## src/rtl/ram_pkg.sv

```systemverilog
// Shared definitions for the burst RAM master: FSM encoding, response FIFO
// sizing and small helpers used by the master and its response FIFO.
package ram_pkg;

  typedef enum logic [1:0] {
    ST_IDLE  = 2'd0,
    ST_WRITE = 2'd1,
    ST_READ  = 2'd2,
    ST_DRAIN = 2'd3
  } state_t;

  // Response FIFO depth; the count needs 2 bits to reach 3.
  localparam int RSP_DEPTH = 3;
  localparam int RSP_CNT_W = 2;

  // A read may be issued only if every outstanding beat still fits in the FIFO.
  function automatic logic can_issue(input logic [RSP_CNT_W-1:0] count,
                                     input logic inflight);
    return ({1'b0, count} + {2'b00, inflight}) < 3'(RSP_DEPTH);
  endfunction

  // Circular pointer increment over RSP_DEPTH entries.
  function automatic logic [RSP_CNT_W-1:0] ptr_inc(input logic [RSP_CNT_W-1:0] p);
    return (p == RSP_CNT_W'(RSP_DEPTH - 1)) ? '0 : p + RSP_CNT_W'(1);
  endfunction

endpackage

```

## src/rtl/ram_master_if.sv

```systemverilog
// Bundle of the command, write-beat, read-beat and RAM-side signals of the
// burst RAM master. The master modport is the view of the block itself.
interface ram_master_if #(
  parameter int DATA_WIDTH = 8,
  parameter int ADDR_WIDTH = 8
);
  logic                  cmd_valid;
  logic                  cmd_ready;
  logic                  cmd_write;
  logic [ADDR_WIDTH-1:0] cmd_addr;
  logic [ADDR_WIDTH-1:0] cmd_len;
  logic                  wr_valid;
  logic                  wr_ready;
  logic [DATA_WIDTH-1:0] wr_data;
  logic                  rd_valid;
  logic                  rd_ready;
  logic [DATA_WIDTH-1:0] rd_data;
  logic                  busy;
  logic                  ram_cs;
  logic                  ram_we;
  logic                  ram_oe;
  logic [ADDR_WIDTH-1:0] ram_address;
  logic [DATA_WIDTH-1:0] ram_data_in;
  logic [DATA_WIDTH-1:0] ram_data_out;

  modport master (
    input  cmd_valid, cmd_write, cmd_addr, cmd_len,
    output cmd_ready,
    input  wr_valid, wr_data,
    output wr_ready,
    output rd_valid, rd_data,
    input  rd_ready,
    output busy,
    output ram_cs, ram_we, ram_oe, ram_address, ram_data_in,
    input  ram_data_out
  );

  modport slave (
    output cmd_valid, cmd_write, cmd_addr, cmd_len,
    input  cmd_ready,
    output wr_valid, wr_data,
    input  wr_ready,
    input  rd_valid, rd_data,
    output rd_ready,
    input  busy,
    input  ram_cs, ram_we, ram_oe, ram_address, ram_data_in,
    output ram_data_out
  );

endinterface

```

## src/rtl/ram_rsp_fifo.sv

```systemverilog
// Three-entry synchronous FIFO holding read data captured from the RAM until
// the read-beat stream accepts it. Push and pop in one cycle keep the count.
module ram_rsp_fifo
  import ram_pkg::*;
#(
  parameter int WIDTH = 8
) (
  input  logic                 clk,
  input  logic                 rst,
  input  logic                 push_i,
  input  logic [WIDTH-1:0]     data_i,
  input  logic                 pop_i,
  output logic [WIDTH-1:0]     data_o,
  output logic [RSP_CNT_W-1:0] count_o,
  output logic                 valid_o
);

  logic [WIDTH-1:0]     mem_q [RSP_DEPTH];
  logic [RSP_CNT_W-1:0] wr_ptr_q;
  logic [RSP_CNT_W-1:0] rd_ptr_q;
  logic [RSP_CNT_W-1:0] count_q;
  logic                 do_push;
  logic                 do_pop;

  assign do_pop  = pop_i && (count_q != '0);
  assign do_push = push_i && ((count_q != RSP_CNT_W'(RSP_DEPTH)) || do_pop);

  // Data storage: written at the write pointer on every accepted push.
  always_ff @(posedge clk) begin
    if (do_push) begin
      mem_q[wr_ptr_q] <= data_i;
    end
  end

  // Pointer and occupancy bookkeeping.
  always_ff @(posedge clk) begin
    if (rst) begin
      wr_ptr_q <= '0;
      rd_ptr_q <= '0;
      count_q  <= '0;
    end else begin
      if (do_push) wr_ptr_q <= ptr_inc(wr_ptr_q);
      if (do_pop)  rd_ptr_q <= ptr_inc(rd_ptr_q);
      if (do_push && !do_pop)      count_q <= count_q + RSP_CNT_W'(1);
      else if (do_pop && !do_push) count_q <= count_q - RSP_CNT_W'(1);
    end
  end

  assign data_o  = mem_q[rd_ptr_q];
  assign count_o = count_q;
  assign valid_o = (count_q != '0);

endmodule

```

## src/rtl/ram_master.sv

```systemverilog
// Burst RAM master: turns write/read burst commands into registered RAM
// strobes, pipelining reads one beat per cycle into a small response FIFO.
module ram_master
  import ram_pkg::*;
#(
  parameter int DATA_WIDTH = 8,
  parameter int ADDR_WIDTH = 8
) (
  input  logic         clk,
  input  logic         rst,
  ram_master_if.master bus
);

  localparam logic [ADDR_WIDTH:0] BEAT_ONE = (ADDR_WIDTH + 1)'(1);

  state_t                state_q;
  logic [ADDR_WIDTH-1:0] addr_q;
  logic [ADDR_WIDTH:0]   beats_q;
  logic                  ram_cs_q;
  logic                  ram_we_q;
  logic                  ram_oe_q;
  logic [ADDR_WIDTH-1:0] ram_address_q;
  logic [DATA_WIDTH-1:0] ram_data_in_q;
  logic                  inflight_q;
  logic [RSP_CNT_W-1:0]  rsp_count;
  logic                  rsp_valid;
  logic [DATA_WIDTH-1:0] rsp_data;
  logic                  issue;
  logic                  last_beat;

  assign last_beat = (beats_q == BEAT_ONE);
  // Issue only when the FIFO can absorb this beat plus the one still in flight.
  assign issue     = (state_q == ST_READ) && can_issue(rsp_count, inflight_q);

  // Burst FSM with registered RAM strobes; a read in flight keeps the read
  // strobes up for one more cycle at the held address.
  always_ff @(posedge clk) begin
    if (rst) begin
      state_q       <= ST_IDLE;
      addr_q        <= '0;
      beats_q       <= '0;
      ram_cs_q      <= 1'b0;
      ram_we_q      <= 1'b0;
      ram_oe_q      <= 1'b0;
      ram_address_q <= '0;
      ram_data_in_q <= '0;
      inflight_q    <= 1'b0;
    end else begin
      ram_cs_q   <= inflight_q;
      ram_we_q   <= 1'b0;
      ram_oe_q   <= inflight_q;
      inflight_q <= 1'b0;
      case (state_q)
        ST_IDLE: begin
          if (bus.cmd_valid) begin
            addr_q  <= bus.cmd_addr;
            beats_q <= {1'b0, bus.cmd_len} + BEAT_ONE;
            state_q <= bus.cmd_write ? ST_WRITE : ST_READ;
          end
        end
        ST_WRITE: begin
          if (bus.wr_valid) begin
            ram_cs_q      <= 1'b1;
            ram_we_q      <= 1'b1;
            ram_oe_q      <= 1'b0;
            ram_address_q <= addr_q;
            ram_data_in_q <= bus.wr_data;
            addr_q        <= addr_q + ADDR_WIDTH'(1);
            beats_q       <= beats_q - BEAT_ONE;
            if (last_beat) state_q <= ST_IDLE;
          end
        end
        ST_READ: begin
          if (issue) begin
            ram_cs_q      <= 1'b1;
            ram_oe_q      <= 1'b1;
            ram_address_q <= addr_q;
            inflight_q    <= 1'b1;
            addr_q        <= addr_q + ADDR_WIDTH'(1);
            beats_q       <= beats_q - BEAT_ONE;
            if (last_beat) state_q <= ST_DRAIN;
          end
        end
        ST_DRAIN: begin
          if (!inflight_q && (rsp_count == '0)) state_q <= ST_IDLE;
        end
        default: state_q <= ST_IDLE;
      endcase
    end
  end

  ram_rsp_fifo #(
    .WIDTH (DATA_WIDTH)
  ) u_rsp_fifo (
    .clk     (clk),
    .rst     (rst),
    .push_i  (inflight_q),
    .data_i  (bus.ram_data_out),
    .pop_i   (bus.rd_ready),
    .data_o  (rsp_data),
    .count_o (rsp_count),
    .valid_o (rsp_valid)
  );

  assign bus.cmd_ready   = (state_q == ST_IDLE);
  assign bus.busy        = (state_q != ST_IDLE);
  assign bus.wr_ready    = (state_q == ST_WRITE);
  assign bus.rd_valid    = rsp_valid;
  assign bus.rd_data     = rsp_data;
  assign bus.ram_cs      = ram_cs_q;
  assign bus.ram_we      = ram_we_q;
  assign bus.ram_oe      = ram_oe_q;
  assign bus.ram_address = ram_address_q;
  assign bus.ram_data_in = ram_data_in_q;

endmodule

```

## src/flat_wrapper.sv

```systemverilog
// flat-port wrapper written by rule: the top's interface ports become plain ports
module ram_master_flat import ram_pkg::*;
#(
  parameter int DATA_WIDTH = 8,
  parameter int ADDR_WIDTH = 8
)
  (clk, rst, bus_cmd_valid, bus_cmd_write, bus_cmd_addr, bus_cmd_len, bus_cmd_ready, bus_wr_valid, bus_wr_data, bus_wr_ready, bus_rd_valid, bus_rd_data, bus_rd_ready, bus_busy, bus_ram_cs, bus_ram_we, bus_ram_oe, bus_ram_address, bus_ram_data_in, bus_ram_data_out);
  ram_master_if #(.DATA_WIDTH(DATA_WIDTH), .ADDR_WIDTH(ADDR_WIDTH)) bus_i ();
  input  logic clk;
  input  logic rst;
  input wire logic [$bits(bus_i.cmd_valid)-1:0] bus_cmd_valid;
  input wire logic [$bits(bus_i.cmd_write)-1:0] bus_cmd_write;
  input wire logic [$bits(bus_i.cmd_addr)-1:0] bus_cmd_addr;
  input wire logic [$bits(bus_i.cmd_len)-1:0] bus_cmd_len;
  output wire logic [$bits(bus_i.cmd_ready)-1:0] bus_cmd_ready;
  input wire logic [$bits(bus_i.wr_valid)-1:0] bus_wr_valid;
  input wire logic [$bits(bus_i.wr_data)-1:0] bus_wr_data;
  output wire logic [$bits(bus_i.wr_ready)-1:0] bus_wr_ready;
  output wire logic [$bits(bus_i.rd_valid)-1:0] bus_rd_valid;
  output wire logic [$bits(bus_i.rd_data)-1:0] bus_rd_data;
  input wire logic [$bits(bus_i.rd_ready)-1:0] bus_rd_ready;
  output wire logic [$bits(bus_i.busy)-1:0] bus_busy;
  output wire logic [$bits(bus_i.ram_cs)-1:0] bus_ram_cs;
  output wire logic [$bits(bus_i.ram_we)-1:0] bus_ram_we;
  output wire logic [$bits(bus_i.ram_oe)-1:0] bus_ram_oe;
  output wire logic [$bits(bus_i.ram_address)-1:0] bus_ram_address;
  output wire logic [$bits(bus_i.ram_data_in)-1:0] bus_ram_data_in;
  input wire logic [$bits(bus_i.ram_data_out)-1:0] bus_ram_data_out;
  assign bus_i.cmd_valid = bus_cmd_valid;
  assign bus_i.cmd_write = bus_cmd_write;
  assign bus_i.cmd_addr = bus_cmd_addr;
  assign bus_i.cmd_len = bus_cmd_len;
  assign bus_cmd_ready = bus_i.cmd_ready;
  assign bus_i.wr_valid = bus_wr_valid;
  assign bus_i.wr_data = bus_wr_data;
  assign bus_wr_ready = bus_i.wr_ready;
  assign bus_rd_valid = bus_i.rd_valid;
  assign bus_rd_data = bus_i.rd_data;
  assign bus_i.rd_ready = bus_rd_ready;
  assign bus_busy = bus_i.busy;
  assign bus_ram_cs = bus_i.ram_cs;
  assign bus_ram_we = bus_i.ram_we;
  assign bus_ram_oe = bus_i.ram_oe;
  assign bus_ram_address = bus_i.ram_address;
  assign bus_ram_data_in = bus_i.ram_data_in;
  assign bus_i.ram_data_out = bus_ram_data_out;
  ram_master #(.DATA_WIDTH(DATA_WIDTH), .ADDR_WIDTH(ADDR_WIDTH)) u_core (.clk(clk), .rst(rst), .bus(bus_i));
endmodule
```

## config.mk

```make
export PLATFORM = sky130hd
export DESIGN_NAME = ram_master_flat
export DESIGN_NICKNAME = d
export VERILOG_FILES = /design/src/rtl/ram_pkg.sv /design/src/rtl/ram_master_if.sv /design/src/rtl/ram_rsp_fifo.sv /design/src/rtl/ram_master.sv /design/src/flat_wrapper.sv
export SDC_FILE = /design/constraint.sdc
export NUM_CORES = 1
export LEC_CHECK = 0
export CAP_MARGIN = 0
export CORE_MARGIN = 3
export CORE_UTILIZATION = 51
export CTS_CLUSTER_DIAMETER = 50
export DETAILED_ROUTE_END_ITERATION = 6
export PLACE_DENSITY = 0.79
export SKIP_LAST_GASP = 1
export SYNTH_ARGS = -nofsm -noshare
export SYNTH_HDL_FRONTEND = slang
export SYNTH_SLANG_ARGS = --single-unit
```

## constraint.sdc

```tcl
create_clock -name clk -period 2.7 [get_ports clk]
set_input_delay 0.27 -clock clk [delete_from_list [all_inputs] [get_ports clk]]
set_output_delay 0.27 -clock clk [all_outputs]
set_load 0.1 [all_outputs]
```

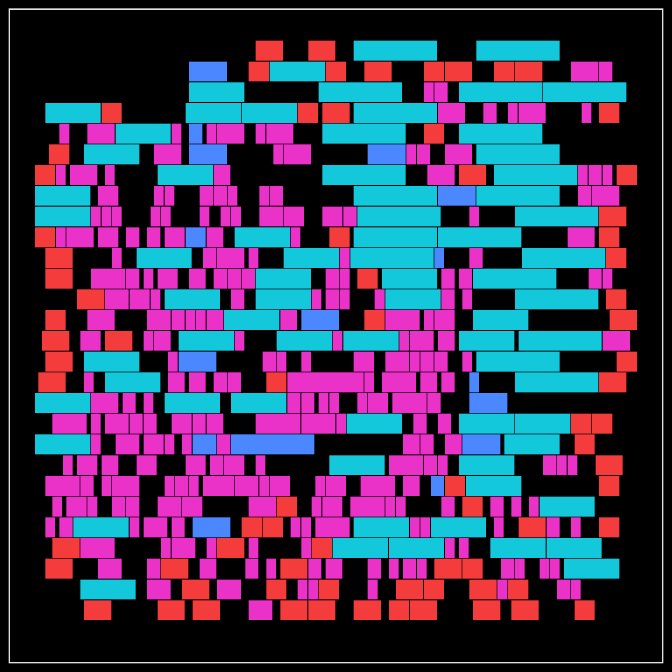
*Cell classes on the final placement, run 1*
Key: combinational and other logic = magenta [cells 255, share of their area 38%]; flops = cyan [cells 71, share of their area 41%]; other buffers and delay cells = red [cells 76, share of their area 16%]; clock drivers and dummy loads = blue [cells 16, share of their area 4.7%]
Seq/total area: 40.38%
design area: 0.004115 mm^2
Core Area: 0.006026 mm^2
Final Core Density: 68.29%
cell row count: 28

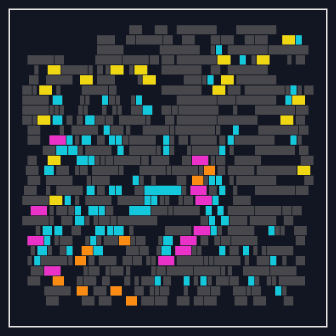
*Gate families picked out, run 1*
Key: multiplexers = yellow [cells 17]; adder and majority cells = magenta [cells 11]; inverting AOI/OAI gates = cyan [cells 73]; XOR/XNOR gates = orange [cells 9]
Commonest Layout Cell: nand2_1
Comb/total area: 35.85%

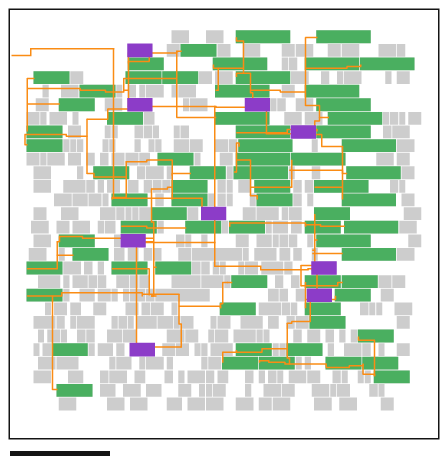
*Clock distribution, run 1*
Scale bar: 20 um.
Key: clock wires = orange [length 888 um]; flip-flops = green [count 71]; clock drivers = purple [count 9]
There are 10 routed clock nets.
Late-Pin Clk Latency: 0.34 ns
Clock Power Share: 16.0%
Clk power: 0.820 mW

==> impl_metrics.tcl, run 1 <==
# collected from the flow reports
set metrics [dict create \
    outcome "finished, final reports clean" \
    num-fill-cells 508 \
    path_max_fanout 34 \
    place_hpwl_um 4903 \
    top_regs "u_core.u_rsp_fifo.mem_q (24), u_core.beats_q (9)" \
    power_density_mw_per_mm2 1248 \
    ys_sh_simple_pct 18.32 \
    seqCellArea_mm2 0.001662 \
    synthesis.area_mm2 0.003231 \
    cp_data_arrival_time_ns 2.51 \
    synth_warnings 0 \
    power_frac_comb_pct 54.2 \
    diodes 0 \
    cts_tree "done" \
    p_sw_mw 2.530 \
    ys_types 44 \
    flop_cell "dfxtp_1" \
    cp.buffers_inverters 1 \
    post-place-cells 477 \
    worst_slack_ns 0.4176 \
    clkSinkCount 71 \
    placed_area_mm2 0.003928 \
    cpMostUsedCell "ha_1" \
    finalClockPeriodUsage_pct 84.53 \
    antenna_found_initial 0 \
    final_hold_viol_count 0 \
    p_sw_share_pct 49.26 \
    synthToLayoutAreaGrowth_pct 27.38 \
    nWellTaps 75 \
    critical-path-max-stage-delay_ns 0.35 \
    final_max_slew_viol_count 0 \
    aoi_share_pct 15.38 \
    post_cts_buffers 0 \
    portBuffers 68 \
    critPathTopFamily "AND-OR/OR-AND gates" \
    die_w_um 85.59 \
    avgRoutedWirePerCell_um 14.25 \
    yosysTopAreaCell "dfxtp_1" \
    drt_wl_total_um 7023 \
    pre_cts_ws_ns 0.4382 \
    drive_gt1_share_pct 15.07 \
    clk_pin_slew_ns 0.07 \
    synthCells 341 \
    power_mw 5.136 \
    powerSeq_mw 1.53 \
    vias 2648 \
    drc 0 \
    grt_pass1_wl_um 11740 \
    drtAntennaViolNets 0 \
    die_area_mm2 0.007326 \
    power_leader "combinational cells" \
    yosys_area_mm2 0.003231 \
    max_slew.worst_pin.slew_ns 0.5106 \
    regMostFlops "u_core.u_rsp_fifo.mem_q" \
    ys_sh_adder_pct 4.260 \
    logic_gates 246 \
    root_buffer "clkbuf_8" \
    io_pins 69 \
    fp_util_pct 53.61 \
    nets 462 \
    grt_max_degree 35 \
    async_flop_share_pct 0 \
    mux_area_share_pct 5.267 \
    skew_ns 0.005544 \
    bufAreaShareNonClock_pct 16.11 \
    p_int_mw 2.606 \
    grt-ovfl-total 0 \
    ys_ff 71 \
    yosys-stat-cells 341 \
    cap_violations 0 \
    drt-initial-drc-count 111 \
    die-height_um 85.59 \
    setup_viol 0 \
    finalCriticalPeriod_ns 2.282 \
    max_clock_freq_mhz 438.1 \
    critPathRequiredTime_ns 2.92 \
    largest_reg_flops 24 \
    instances_no_fill 493 \
    buffers_excl_clock 76 \
    firstDrtPassIters 4 \
    comb_area_mm2 0.001475 \
    flop-count 71 \
]
## run 1: worst paths after layout
check | start | to | slack, ns | cells after the start
min | u_core.bus.ram_data_in[0] | u_core.bus.ram_data_in[0] | 0.46 | 2
max | u_core.u_rsp_fifo.count_o[0] | u_core.addr_q[7] | 0.42 | 8
max reg2reg | u_core.u_rsp_fifo.count_o[0] | u_core.addr_q[7] | 0.42 | 8
min reg2reg | u_core.bus.ram_data_in[0] | u_core.bus.ram_data_in[0] | 0.46 | 2
## run 1: layer usage
metal  global-route usage, %  vias to the layer above  routed length [um]
met1                   24.83                     1230                3099
met5                       0                        -                   0
met3                   4.803                       10                 317
met2                   34.18                       62                3505
li1                        -                     1346                   -
met4                   7.914                        0                 100
### Sequential cells colored by netlist name, run 1

Other sequential cells in the stronger gray, the rest of the logic in the fainter gray.
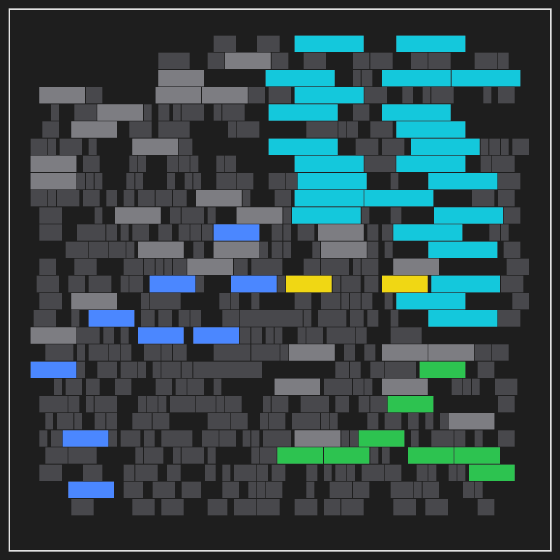

==> run 1 -> run 2 <==
Clock period 2.7 ns to 2.25 ns, I/O delays scaled along.
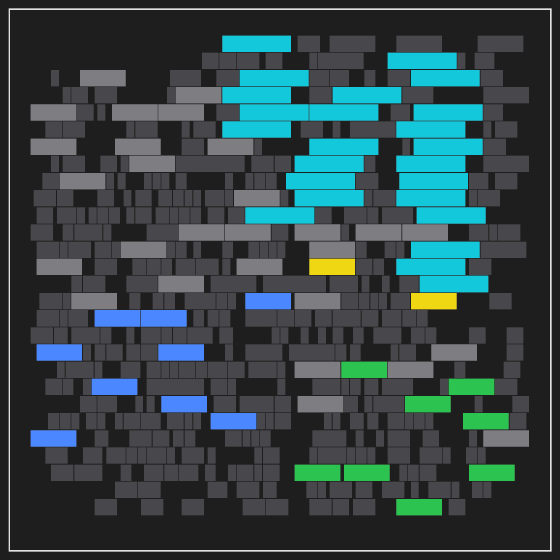
*Sequential cells colored by netlist name, run 2*
Other sequential cells in the stronger gray, the rest of the logic in the fainter gray.
Key: u_core.u_rsp_fifo.count_o = yellow [flops 2]; u_core.beats_q = blue [flops 9]; u_core.u_rsp_fifo.mem_q = cyan [flops 24]; u_core.bus.ram_data_in = green [flops 8, where bottom right]
Another 28 sequential cells are not colored.
Final Core Density: 71.78%
sequential logic power: 1.83 mW
Seq/total area: 38.41%
Register Area: 0.001662 mm^2

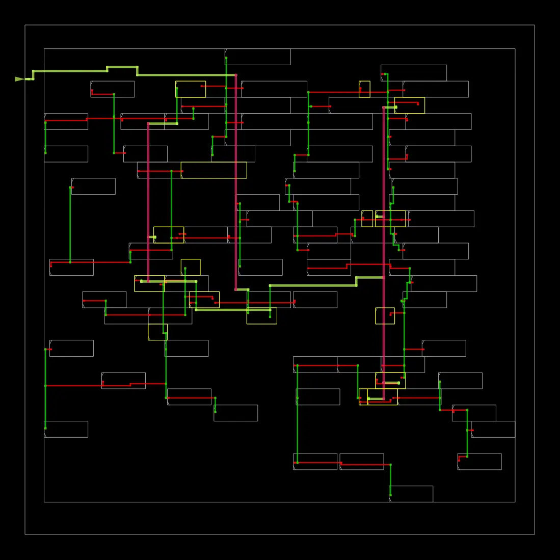
*Clock wiring as the flow saved it, run 2*
# clk buffers: 9
registers: 71
cts bufs inserted: 9
skew final: 0.007584 ns
Clk power: 0.997 mW

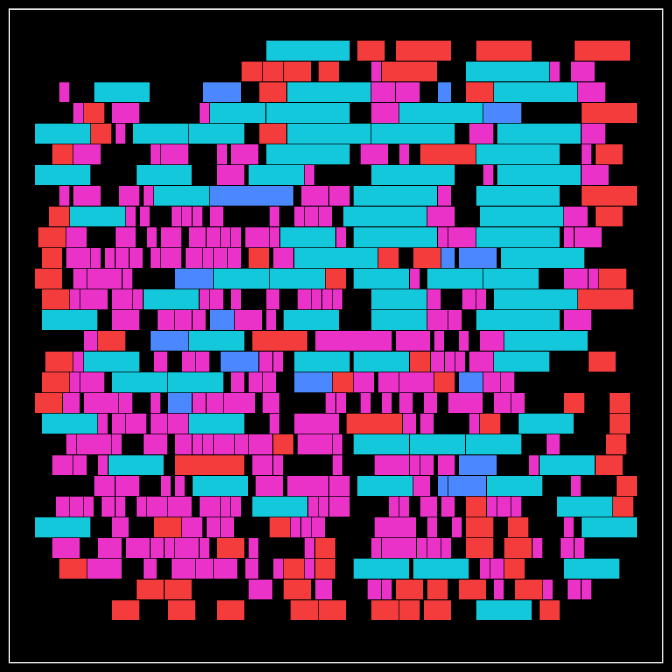
*Cell classes on the final placement, run 2*
Key: clock drivers and dummy loads = blue [cells 16, share of their area 4.6%]; combinational and other logic = magenta [cells 255, share of their area 36%]; other buffers and delay cells = red [cells 80, share of their area 20%]; flops = cyan [cells 71, share of their area 39%]
design area: 0.004325 mm^2

==> run 2 against run 1 <==
  * Critical path depth stayed put
  * Non-clock buffer count is 4 higher
  * Via count grew 1.5%
  * Routed wire length up 0.20%
  * Largest power group unchanged
  * Hold slack lost 0.035 ns
  * Critical endpoint is now u_core.beats_q[7]
  * Largest cell class unchanged
  * Register-to-register slack got worse by 0.27 ns
  * Die size stayed put
  * Global-route usage down 0.39 points
  * Cell area grew 5.1%
==> impl_metrics.tcl, run 2 <==
# collected from the flow reports
set metrics [dict create \
    fin_hold_ws_ns 0.4238 \
    root_buffer "clkbuf_8" \
    rows 28 \
    cp-startpoint "u_core.u_rsp_fifo.count_o[0]" \
    cpMostUsedCell "ha_1" \
    finalCriticalPeriod_ns 2.099 \
    outcome "finished, final reports clean" \
    ys_sh_adder_pct 4.260 \
    placed_area_mm2 0.004099 \
    clk_path_buf_depth 2 \
    clk_pin_slew_ns 0.08 \
    flop_cell "dfxtp_1" \
    worstReg2RegStart "u_core.u_rsp_fifo.count_o[0]" \
    p_sw_mw 3.092 \
    diodes 0 \
    power_frac_seq_pct 28.3 \
    ys_ff 71 \
    drc 0 \
    min_path_cells 3 \
    htree_levels 3 \
    reg2reg_to "u_core.beats_q[7]" \
    power_frac_comb_pct 56.3 \
    final_layout_top_logic_cells "nand2_1, dfxtp_1, clkdlybuf4s50_1, nor2_1, buf_4" \
    insertion_delay_ns 0.34 \
    cp-start-kind "flip-flop" \
    critical_path_class "flip-flop to flip-flop" \
    portBuffers 68 \
    p_comb_mw 3.65 \
    aoi_share_pct 15.38 \
    place_hpwl_um 4919 \
    die_area_mm2 0.007326 \
    leakage_nw 1.723 \
    avgRoutedWirePerCell_um 14.16 \
    cts_tree "done" \
    synthesis.area_mm2 0.003231 \
    most_common_cell "nand2_1" \
    max_slew.worst_pin.slew_ns 0.6645 \
    yosys-stat-cells 341 \
    track_usage_pct 19.78 \
    drt-initial-drc-count 96 \
    num-fill-cells 459 \
    first_global_vias 2581 \
    comb_area_mm2 0.001506 \
    synthToLayoutAreaGrowth_pct 33.89 \
    path_cells "ha_1 > ha_1 > a21o_1 > a2111oi_4 > buf_4 > clkbuf_16 > o211ai_1 > a21oi_1" \
    hold_end "u_core.bus.ram_data_in[2]" \
    grt_pass1_wl_um 11610 \
    critPathTopFamily "AND-OR/OR-AND gates" \
    postSynthAreaPerCell_um2 9.474 \
    io_pins 69 \
    vias 2689 \
    p_int_mw 3.381 \
    drt_wl_total_um 7037 \
    yosys_area_mm2 0.003231 \
    largest_reg_flops 24 \
    layout.cells.most_common "nand2_1" \
    post_cts_buffers 0 \
    irDropWorstVdd_v 0.0008276 \
    final_max_slew_viol_count 0 \
    instances_no_fill 497 \
    die_w_um 85.59 \
    cp_data_arrival_time_ns 2.37 \
    drive_gt1_share_pct 18.25 \
    power_density_mw_per_mm2 1497 \
    synth_warnings 0 \
    ys_types 44 \
    antenna_found_initial 0 \
    finalClockPeriodUsage_pct 93.28 \
    synthCells 341 \
    rsz0062_at_grt "false" \
    drtAntennaViolNets 0 \
    path_max_fanout 17 \
    end_kind "flip-flop" \
    hold_path.class "input port to flip-flop" \
    p_sw_share_pct 47.76 \
    top_regs "u_core.u_rsp_fifo.mem_q (24), u_core.beats_q (9)" \
    edf_count 24 \
    critPathRequiredTime_ns 2.52 \
    ys_sh_simple_pct 18.32 \
    hp-start "bus_wr_data[2]" \
    final_hold_viol_count 0 \
    yosysTopAreaCell "dfxtp_1" \
    synth.top_cell.area_share_pct 29.12 \
    pre_cts_ws_ns 0.1354 \
    area_leaders "dfxtp_1, edfxtp_1, nand2_1" \
    firstDrtPassIters 4 \
    nets 466 \
    power_mw 6.473 \
    warnings 31 \
    max_clock_freq_mhz 476.5 \
    r2r_setup_slack_ns 0.15 \
    syn_nets 390 \
    post_cts_resized 0 \
    cp.buffers_inverters 2 \
    clockPowerShare_pct 15.4 \
    mux_area_share_pct 5.267 \
    worst_slack_ns 0.1512 \
    post-place-cells 479 \
    fp_util_pct 53.61 \
    clkSinkCount 71 \
    async_flop_share_pct 0 \
    setup_viol 0 \
    slew_headroom_pct 55.56 \
    postCtsHoldBufs 0 \
    synthTopCellsByCount "nand2_1, dfxtp_1, nor2_1, o21ai_0, edfxtp_1" \
    cp.depth 8 \
    grt-ovfl-total 0 \
    coreArea_mm2 0.006026 \
    xor_share_pct 2.440 \
    reg2reg_depth 8 \
    power_leader "combinational cells" \
    grt_max_degree 35 \
    regMostFlops "u_core.u_rsp_fifo.mem_q" \
    cap_violations 0 \
    critical-path-max-stage-delay_ns 0.40 \
    viasPerCell 5.410 \
    critical_path.endpoint "u_core.beats_q[7]" \
    die-height_um 85.59 \
]
[run 2: cell counts after synthesis]
Identical to the previous run, type by type.
[run 2: logic make-up after synthesis]
kind of cell               Yosys count
and+or+nand+nor                    131
muxes                               17
DFF                                 71
xor gates and xnor gates             9
adders and majority gates           11
buffers and inverters               24
AOI/OAI and AO/OA                   78
[run 2: layout make-up]
cell class / instances / area share [%]
sequential: 71 / 38.41
multi-input combinational: 246 / 34.83
timing repair buffer: 80 / 19.32
clock buffer: 9 / 2.864
tap: 75 / 2.170
clock inverter: 7 / 1.620
inverter: 9 / 0.7810
[run 2: metal layers]
layer  track usage, %  vias to the layer above  share of wire, %
met5                0                        -                 0
met4            8.201                        0               2.2
met3            3.939                       14               4.8
met2            35.10                       64                51
met1            23.29                     1243                42
li1                 -                     1368                 -
Power and IR drop assume default switching activity.
